Routing congestion:
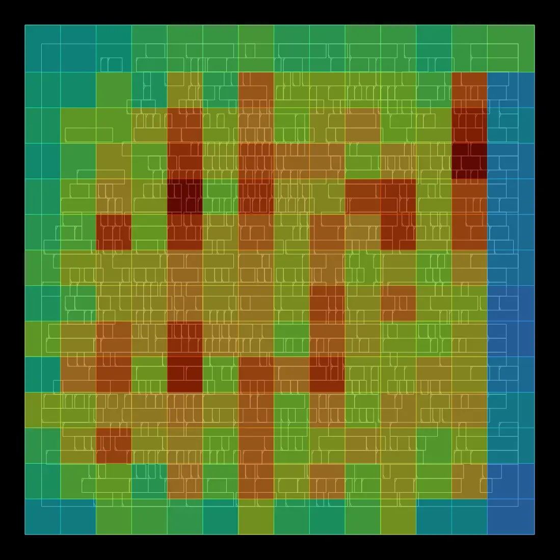
Clock wires, drivers and flops:
Scale: 4 px per um.
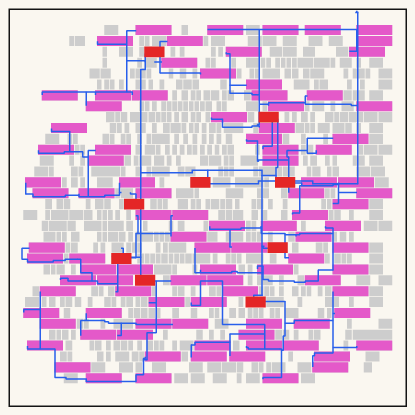
Selected gate families:
Scale: 6 px per um.
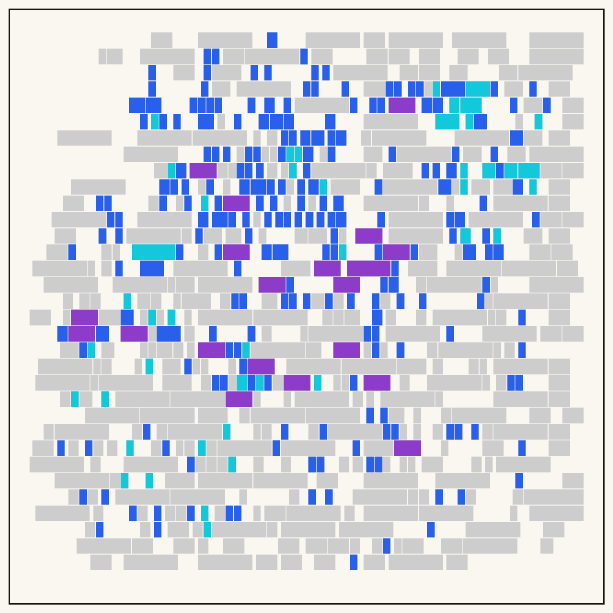
A small window of the routed layout:
Region (34, 15) to (64, 45) um. Cells in grey, sequential cells in the stronger grey; small squares are vias.
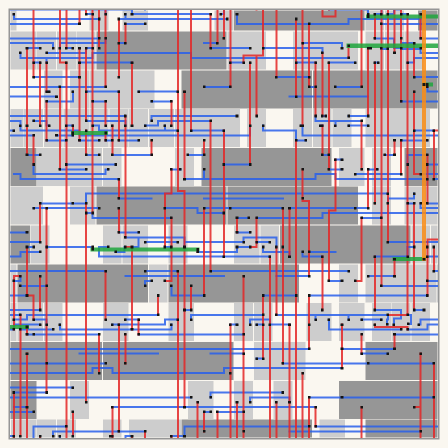
Routed metal per tile:
Scale: 4 px per um. 20 x 20 tiles, from white (low) to dark blue (high), scaled to the fullest tile. Values are wire area over tile area, all layers added.
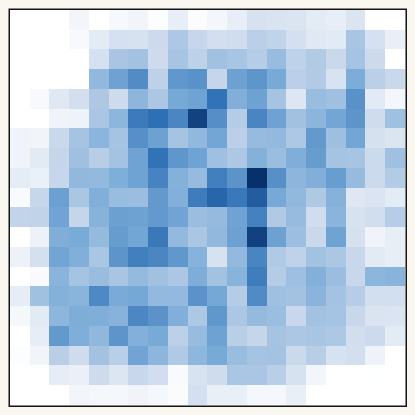
[src/rtl/sort_stream_stats_if.sv]
// sort_stream_stats_if
//   Bundles the sorted-byte input stream and the per-frame statistics outputs
//   of sort_stream_stats.
//   master: drives in_valid/in_data and observes the results. This is the
//           sort core side, or a testbench.
//   slave : sort_stream_stats itself.
//   Signals: in_valid, in_data[DW], stat_valid, stat_min/max/median[DW],
//            stat_sum[SW], order_err, frame_cnt[16], abort.
interface sort_stream_stats_if #(
  parameter int DW = 8,
  parameter int SW = 12
);
  logic          in_valid;
  logic [DW-1:0] in_data;
  logic          stat_valid;
  logic [DW-1:0] stat_min;
  logic [DW-1:0] stat_max;
  logic [DW-1:0] stat_median;
  logic [SW-1:0] stat_sum;
  logic          order_err;
  logic [15:0]   frame_cnt;
  logic          abort;

  modport master (
    output in_valid, in_data,
    input  stat_valid, stat_min, stat_max, stat_median, stat_sum,
           order_err, frame_cnt, abort
  );

  modport slave (
    input  in_valid, in_data,
    output stat_valid, stat_min, stat_max, stat_median, stat_sum,
           order_err, frame_cnt, abort
  );
endinterface

[src/rtl/sort_stream_stats.sv]
// sort_stream_stats
//   Consumes the sorted output bursts of the bubble-sort core. A frame is N
//   bytes long. For each frame the block checks that the bytes never
//   decrease, and it reports the min, max, median (the byte at index N/2)
//   and the sum of the frame. Results are registered and are announced by a
//   one-cycle stat_valid pulse on the cycle after the N-th byte is sampled.
//   The results hold until the next report. frame_cnt counts the completed
//   frames.
//
//   Ports:
//     clk - rising-edge clock.
//     rst - asynchronous, active-high reset.
//     bus - sort_stream_stats_if.slave. It carries the in_valid/in_data
//           input stream and the stat_*, order_err, frame_cnt and abort
//           outputs.
//
//   Optional macro BURST_TIMEOUT_EN:
//     When defined, a partial frame is discarded after TIMEOUT consecutive
//     idle cycles, and abort pulses for one cycle. When undefined, abort is
//     tied to 0 and gaps inside a frame may be any length.
module sort_stream_stats #(
  parameter int N       = 16,
  parameter int DW      = 8,
  parameter int SW      = DW + $clog2(N),
  parameter int TIMEOUT = 32
) (
  input logic               clk,
  input logic               rst,
  sort_stream_stats_if.slave bus
);

  if (N < 2 || N > 256 || TIMEOUT < 1) begin : g_param_check
    $error("sort_stream_stats: N must be 2..256 and TIMEOUT must be >= 1");
  end

  localparam int CW = $clog2(N) + 1;
  localparam logic [CW-1:0] HALF_IDX = CW'(N / 2);
  localparam logic [CW-1:0] LAST_IDX = CW'(N - 1);

  typedef enum logic [1:0] {
    IDLE,
    COLLECT,
    REPORT
  } state_t;

  state_t        state_q, state_d;
  logic [CW-1:0] count_q, count_d;
  logic [DW-1:0] prev_q, prev_d;
  logic [DW-1:0] min_acc_q, min_acc_d;
  logic [DW-1:0] med_acc_q, med_acc_d;
  logic [SW-1:0] sum_acc_q, sum_acc_d;
  logic          err_acc_q, err_acc_d;

  logic          stat_valid_q, stat_valid_d;
  logic [DW-1:0] stat_min_q, stat_min_d;
  logic [DW-1:0] stat_max_q, stat_max_d;
  logic [DW-1:0] stat_median_q, stat_median_d;
  logic [SW-1:0] stat_sum_q, stat_sum_d;
  logic          order_err_q, order_err_d;
  logic [15:0]   frame_cnt_q, frame_cnt_d;

`ifdef BURST_TIMEOUT_EN
  localparam int GW = $clog2(TIMEOUT + 1);
  localparam logic [GW-1:0] GAP_LAST = GW'(TIMEOUT - 1);
  logic [GW-1:0] gap_q, gap_d;
  logic          abort_q, abort_d;
`endif

  logic [SW-1:0] in_ext;
  logic [SW-1:0] sum_next;
  logic          err_next;
  logic [DW-1:0] med_next;

  always_comb begin
    in_ext   = SW'(bus.in_data);
    sum_next = sum_acc_q + in_ext;
    err_next = err_acc_q | (bus.in_data < prev_q);
    med_next = (count_q == HALF_IDX) ? bus.in_data : med_acc_q;

    state_d       = state_q;
    count_d       = count_q;
    prev_d        = prev_q;
    min_acc_d     = min_acc_q;
    med_acc_d     = med_acc_q;
    sum_acc_d     = sum_acc_q;
    err_acc_d     = err_acc_q;
    stat_valid_d  = 1'b0;
    stat_min_d    = stat_min_q;
    stat_max_d    = stat_max_q;
    stat_median_d = stat_median_q;
    stat_sum_d    = stat_sum_q;
    order_err_d   = order_err_q;
    frame_cnt_d   = frame_cnt_q;
`ifdef BURST_TIMEOUT_EN
    gap_d   = '0;
    abort_d = 1'b0;
`endif

    unique case (state_q)
      // A byte arriving in REPORT starts the next frame, exactly as in IDLE.
      // This keeps back-to-back frames at full throughput.
      IDLE, REPORT: begin
        if (bus.in_valid) begin
          min_acc_d = bus.in_data;
          prev_d    = bus.in_data;
          sum_acc_d = in_ext;
          err_acc_d = 1'b0;
          count_d   = CW'(1);
          if (HALF_IDX == '0) med_acc_d = bus.in_data;
          state_d = COLLECT;
        end else begin
          state_d = IDLE;
        end
      end

      COLLECT: begin
        if (bus.in_valid) begin
          sum_acc_d = sum_next;
          err_acc_d = err_next;
          med_acc_d = med_next;
          prev_d    = bus.in_data;
          count_d   = count_q + CW'(1);
          // The N-th byte loads the result registers directly. The next-state
          // values are used, so the outputs are valid in the REPORT cycle.
          if (count_q == LAST_IDX) begin
            stat_valid_d  = 1'b1;
            stat_min_d    = min_acc_q;
            stat_max_d    = bus.in_data;
            stat_median_d = med_next;
            stat_sum_d    = sum_next;
            order_err_d   = err_next;
            frame_cnt_d   = frame_cnt_q + 16'd1;
            state_d       = REPORT;
          end
        end
`ifdef BURST_TIMEOUT_EN
        else if (gap_q == GAP_LAST) begin
          abort_d = 1'b1;
          state_d = IDLE;
        end else begin
          gap_d = gap_q + GW'(1);
        end
`endif
      end

      default: state_d = IDLE;
    endcase
  end

  always_ff @(posedge clk or posedge rst) begin
    if (rst) begin
      state_q       <= IDLE;
      count_q       <= '0;
      prev_q        <= '0;
      min_acc_q     <= '0;
      med_acc_q     <= '0;
      sum_acc_q     <= '0;
      err_acc_q     <= 1'b0;
      stat_valid_q  <= 1'b0;
      stat_min_q    <= '0;
      stat_max_q    <= '0;
      stat_median_q <= '0;
      stat_sum_q    <= '0;
      order_err_q   <= 1'b0;
      frame_cnt_q   <= '0;
`ifdef BURST_TIMEOUT_EN
      gap_q         <= '0;
      abort_q       <= 1'b0;
`endif
    end else begin
      state_q       <= state_d;
      count_q       <= count_d;
      prev_q        <= prev_d;
      min_acc_q     <= min_acc_d;
      med_acc_q     <= med_acc_d;
      sum_acc_q     <= sum_acc_d;
      err_acc_q     <= err_acc_d;
      stat_valid_q  <= stat_valid_d;
      stat_min_q    <= stat_min_d;
      stat_max_q    <= stat_max_d;
      stat_median_q <= stat_median_d;
      stat_sum_q    <= stat_sum_d;
      order_err_q   <= order_err_d;
      frame_cnt_q   <= frame_cnt_d;
`ifdef BURST_TIMEOUT_EN
      gap_q         <= gap_d;
      abort_q       <= abort_d;
`endif
    end
  end

  assign bus.stat_valid  = stat_valid_q;
  assign bus.stat_min    = stat_min_q;
  assign bus.stat_max    = stat_max_q;
  assign bus.stat_median = stat_median_q;
  assign bus.stat_sum    = stat_sum_q;
  assign bus.order_err   = order_err_q;
  assign bus.frame_cnt   = frame_cnt_q;
`ifdef BURST_TIMEOUT_EN
  assign bus.abort       = abort_q;
`else
  assign bus.abort       = 1'b0;
`endif

endmodule
[src/flat_wrapper.sv]
// flat-port wrapper written by rule: the top's interface ports become plain ports
module sort_stream_stats_flat 
#(
  parameter int N       = 16,
  parameter int DW      = 8,
  parameter int SW      = DW + $clog2(N),
  parameter int TIMEOUT = 32
)
  (clk, rst, bus_in_valid, bus_in_data, bus_stat_valid, bus_stat_min, bus_stat_max, bus_stat_median, bus_stat_sum, bus_order_err, bus_frame_cnt, bus_abort);
  sort_stream_stats_if #(.DW(DW), .SW(SW)) bus_i ();
  input logic clk;
  input logic rst;
  input wire logic [$bits(bus_i.in_valid)-1:0] bus_in_valid;
  input wire logic [$bits(bus_i.in_data)-1:0] bus_in_data;
  output wire logic [$bits(bus_i.stat_valid)-1:0] bus_stat_valid;
  output wire logic [$bits(bus_i.stat_min)-1:0] bus_stat_min;
  output wire logic [$bits(bus_i.stat_max)-1:0] bus_stat_max;
  output wire logic [$bits(bus_i.stat_median)-1:0] bus_stat_median;
  output wire logic [$bits(bus_i.stat_sum)-1:0] bus_stat_sum;
  output wire logic [$bits(bus_i.order_err)-1:0] bus_order_err;
  output wire logic [$bits(bus_i.frame_cnt)-1:0] bus_frame_cnt;
  output wire logic [$bits(bus_i.abort)-1:0] bus_abort;
  assign bus_i.in_valid = bus_in_valid;
  assign bus_i.in_data = bus_in_data;
  assign bus_stat_valid = bus_i.stat_valid;
  assign bus_stat_min = bus_i.stat_min;
  assign bus_stat_max = bus_i.stat_max;
  assign bus_stat_median = bus_i.stat_median;
  assign bus_stat_sum = bus_i.stat_sum;
  assign bus_order_err = bus_i.order_err;
  assign bus_frame_cnt = bus_i.frame_cnt;
  assign bus_abort = bus_i.abort;
  sort_stream_stats #(.N(N), .DW(DW), .SW(SW), .TIMEOUT(TIMEOUT)) u_core (.clk(clk), .rst(rst), .bus(bus_i));
endmodule
[config.mk]
export PLATFORM = sky130hd
export DESIGN_NAME = sort_stream_stats_flat
export DESIGN_NICKNAME = d
export VERILOG_FILES = /design/src/rtl/sort_stream_stats_if.sv /design/src/rtl/sort_stream_stats.sv /design/src/flat_wrapper.sv
export SDC_FILE = /design/constraint.sdc
export NUM_CORES = 1
export LEC_CHECK = 0
export ABC_AREA = 1
export CORE_MARGIN = 3
export CORE_UTILIZATION = 55
export CTS_BUF_LIST = sky130_fd_sc_hd__clkbuf_4 sky130_fd_sc_hd__clkbuf_8
export CTS_CLUSTER_SIZE = 28
export DETAILED_ROUTE_END_ITERATION = 12
export GPL_TIMING_DRIVEN = 0
export HOLD_SLACK_MARGIN = 0.05
export PLACE_DENSITY = 0.78
export SLEW_MARGIN = 15
export SYNTH_ARGS = -nofsm -noshare
export SYNTH_HDL_FRONTEND = slang
export SYNTH_SLANG_ARGS = --single-unit
[constraint.sdc]
create_clock -name clk -period 8.95 [get_ports clk]
set_input_delay 2.2375 -clock clk [delete_from_list [all_inputs] [get_ports clk]]
set_output_delay 2.2375 -clock clk [all_outputs]
set_load 0.01 [all_outputs]
==> results.yml <==
# flow metrics
run_status:
  status: "complete, no violations"
synth:
  synthesis.nets: 593
  synthMuxAreaShare_pct: 0
  topCellsByArea: "sky130_fd_sc_hd__dfrtp_1 52%, sky130_fd_sc_hd__nand2_1 14%, sky130_fd_sc_hd__o21ai_0 5.9%"
  synthesis.yosys.warnings: 0
  netlist_area_um2: 4740
power:
  internal_power_uw: 862
  power.combinational.fraction_pct: 33.7
timing:
  setup_slack_ns: 5.12
  setup_viol_count_final: 0
route:
  finalWirelength_um: 10600
  count_of_antenna_violating_nets_left_after_detailed_routing: 0
  drt_first_iter_violations: 207
floorplanning:
  die_h_um: 98.9
  floorplan.io_pins: 66
final_layout:
  antenna_cells: 0
  drive_above_1_share_pct: 6.53
clock_network:
  clockRootBuffer: "sky130_fd_sc_hd__clkbuf_8"
critical_path:
  category_of_the_worst_setup_path_capture_point: "flop"
  timing.critical_path.from_type: "input port"
Notes on 'routing congestion' above:
total routing usage reported by global routing: 22.8%
met3 usage: 2.97%
met2 GRT Util: 37.6%
final core utilization: 69.1%
global routing met1 resource utilization: 31.9%

Notes on 'clock wires, drivers and flops' above:
legend:
  magenta:
    item: flip-flops
    count: 98
  blue:
    item: clock wires
    length: 1120 um
  red:
    item: clock-net drivers
    count: 9
routed clock nets: 10

Notes on 'selected gate families' above:
legend:
  cyan:
    family: nor cells
    cells: 43
    most_used: nor2_1
  purple:
    family: fa/ha/maj cells
    cells: 20
    most_used: ha_1
  blue:
    family: nand cells
    cells: 219
    most_used: nand2_1
most instantiated logic cell after routing: sky130_fd_sc_hd__nand2_1
logic gate fraction of the total cell area: 34.4%
final standard cell count with taps included and fillers excluded: 748

Notes on 'a small window of the routed layout' above:
legend:
  green:
    layer: M3
  red:
    layer: M2
  blue:
    layer: M1
  orange:
    layer: M4
most frequent: nand2_1 (25), dfrtp_1 (14), inv_1 (11)
cells with their middle in the window: 78
sequential cells in the window: 14
netlist names of flops here include: u_core.prev_q (6), u_core.sum_acc_q (3), u_core.bus.stat_max (2)

Notes on 'routed metal per tile' above:
densest ninth of the die: middle
emptiest ninth of the die: top left
nearly empty tiles: 11%

## state kept, by name (all words and copies together) (netlist names), 2 cells and up
| signal | flops |
|---|---|
| u_core.min_acc_q | 8 |
| u_core.bus.stat_max | 8 |
| u_core.bus.frame_cnt | 16 |
| u_core.bus.stat_sum | 12 |
| u_core.count_q | 5 |
| u_core.bus.stat_median | 8 |
| u_core.state_q | 2 |
| u_core.prev_q | 8 |
| u_core.med_acc_q | 8 |
| u_core.bus.stat_min | 8 |
| u_core.sum_acc_q | 12 |
## final timing paths
check / from / end / cells past startpoint
worst max-delay path: bus_in_data[0] / u_core.bus.stat_sum[8] / 10
worst min-delay path: u_core.bus.stat_sum[10] / u_core.bus.stat_sum[10] / 2
worst max register to register: u_core.count_q[0] / u_core.bus.stat_median[6] / 9
worst min register to register: u_core.bus.stat_sum[10] / u_core.bus.stat_sum[10] / 2
max in group asynchronous: rst / u_core.sum_acc_q[7] / 3
min in group asynchronous: rst / u_core.min_acc_q[4] / 2
## critical path, cell delays in order
cell	delay, ns
sky130_fd_sc_hd__clkdlybuf4s50_1	0.48
sky130_fd_sc_hd__ha_1	0.28
sky130_fd_sc_hd__fa_1	0.42
sky130_fd_sc_hd__nand2_1	0.09
sky130_fd_sc_hd__nand2_1	0.10
sky130_fd_sc_hd__nand3_1	0.10
sky130_fd_sc_hd__nand2_1	0.11
sky130_fd_sc_hd__nor2_1	0.11
sky130_fd_sc_hd__nand3b_1	0.11
sky130_fd_sc_hd__nand2_1	0.05
## cell type report
cell class / count / area, um^2
Buffer: 16 / 72.6
Clock inverter: 5 / 42.5
Timing Repair Buffer: 65 / 668
Fill cell: 683 / 2560
Inverter: 64 / 244
Sequential cell: 98 / 2450
Multi-Input combinational cell: 384 / 1980
Clock buffer: 11 / 151
Tap cell: 105 / 131
## placed cells by master, fill, tap and decap left out, types with 2 or more instances in the layout
cell type                         synthesis  layout
sky130_fd_sc_hd__nor2_2                   2       2
sky130_fd_sc_hd__nand2_4                  3       3
sky130_fd_sc_hd__nand3b_1                 6       6
sky130_fd_sc_hd__nand3_1                 25      25
sky130_fd_sc_hd__nand2_2                  3       3
sky130_fd_sc_hd__nand2_1                177     177
sky130_fd_sc_hd__xnor2_1                  6       6
sky130_fd_sc_hd__nand4_1                  5       5
sky130_fd_sc_hd__o22ai_1                  4       4
sky130_fd_sc_hd__clkbuf_1                 8       8
sky130_fd_sc_hd__nor3_1                   3       3
sky130_fd_sc_hd__nor3_2                   2       2
sky130_fd_sc_hd__clkdlybuf4s50_1          0      64
sky130_fd_sc_hd__o21ai_0                 56      56
sky130_fd_sc_hd__nor2_4                   2       2
sky130_fd_sc_hd__clkbuf_8                 0      11
sky130_fd_sc_hd__o21bai_1                 4       4
sky130_fd_sc_hd__nor2_1                  33      33
sky130_fd_sc_hd__xor2_1                   9       9
sky130_fd_sc_hd__a21oi_1                 18      18
sky130_fd_sc_hd__ha_1                    19      19
sky130_fd_sc_hd__buf_2                    7       7
sky130_fd_sc_hd__inv_1                   62      61
sky130_fd_sc_hd__dfrtp_1                 98      98
sky130_fd_sc_hd__inv_6                    0       3
Power and IR drop assume default switching activity.
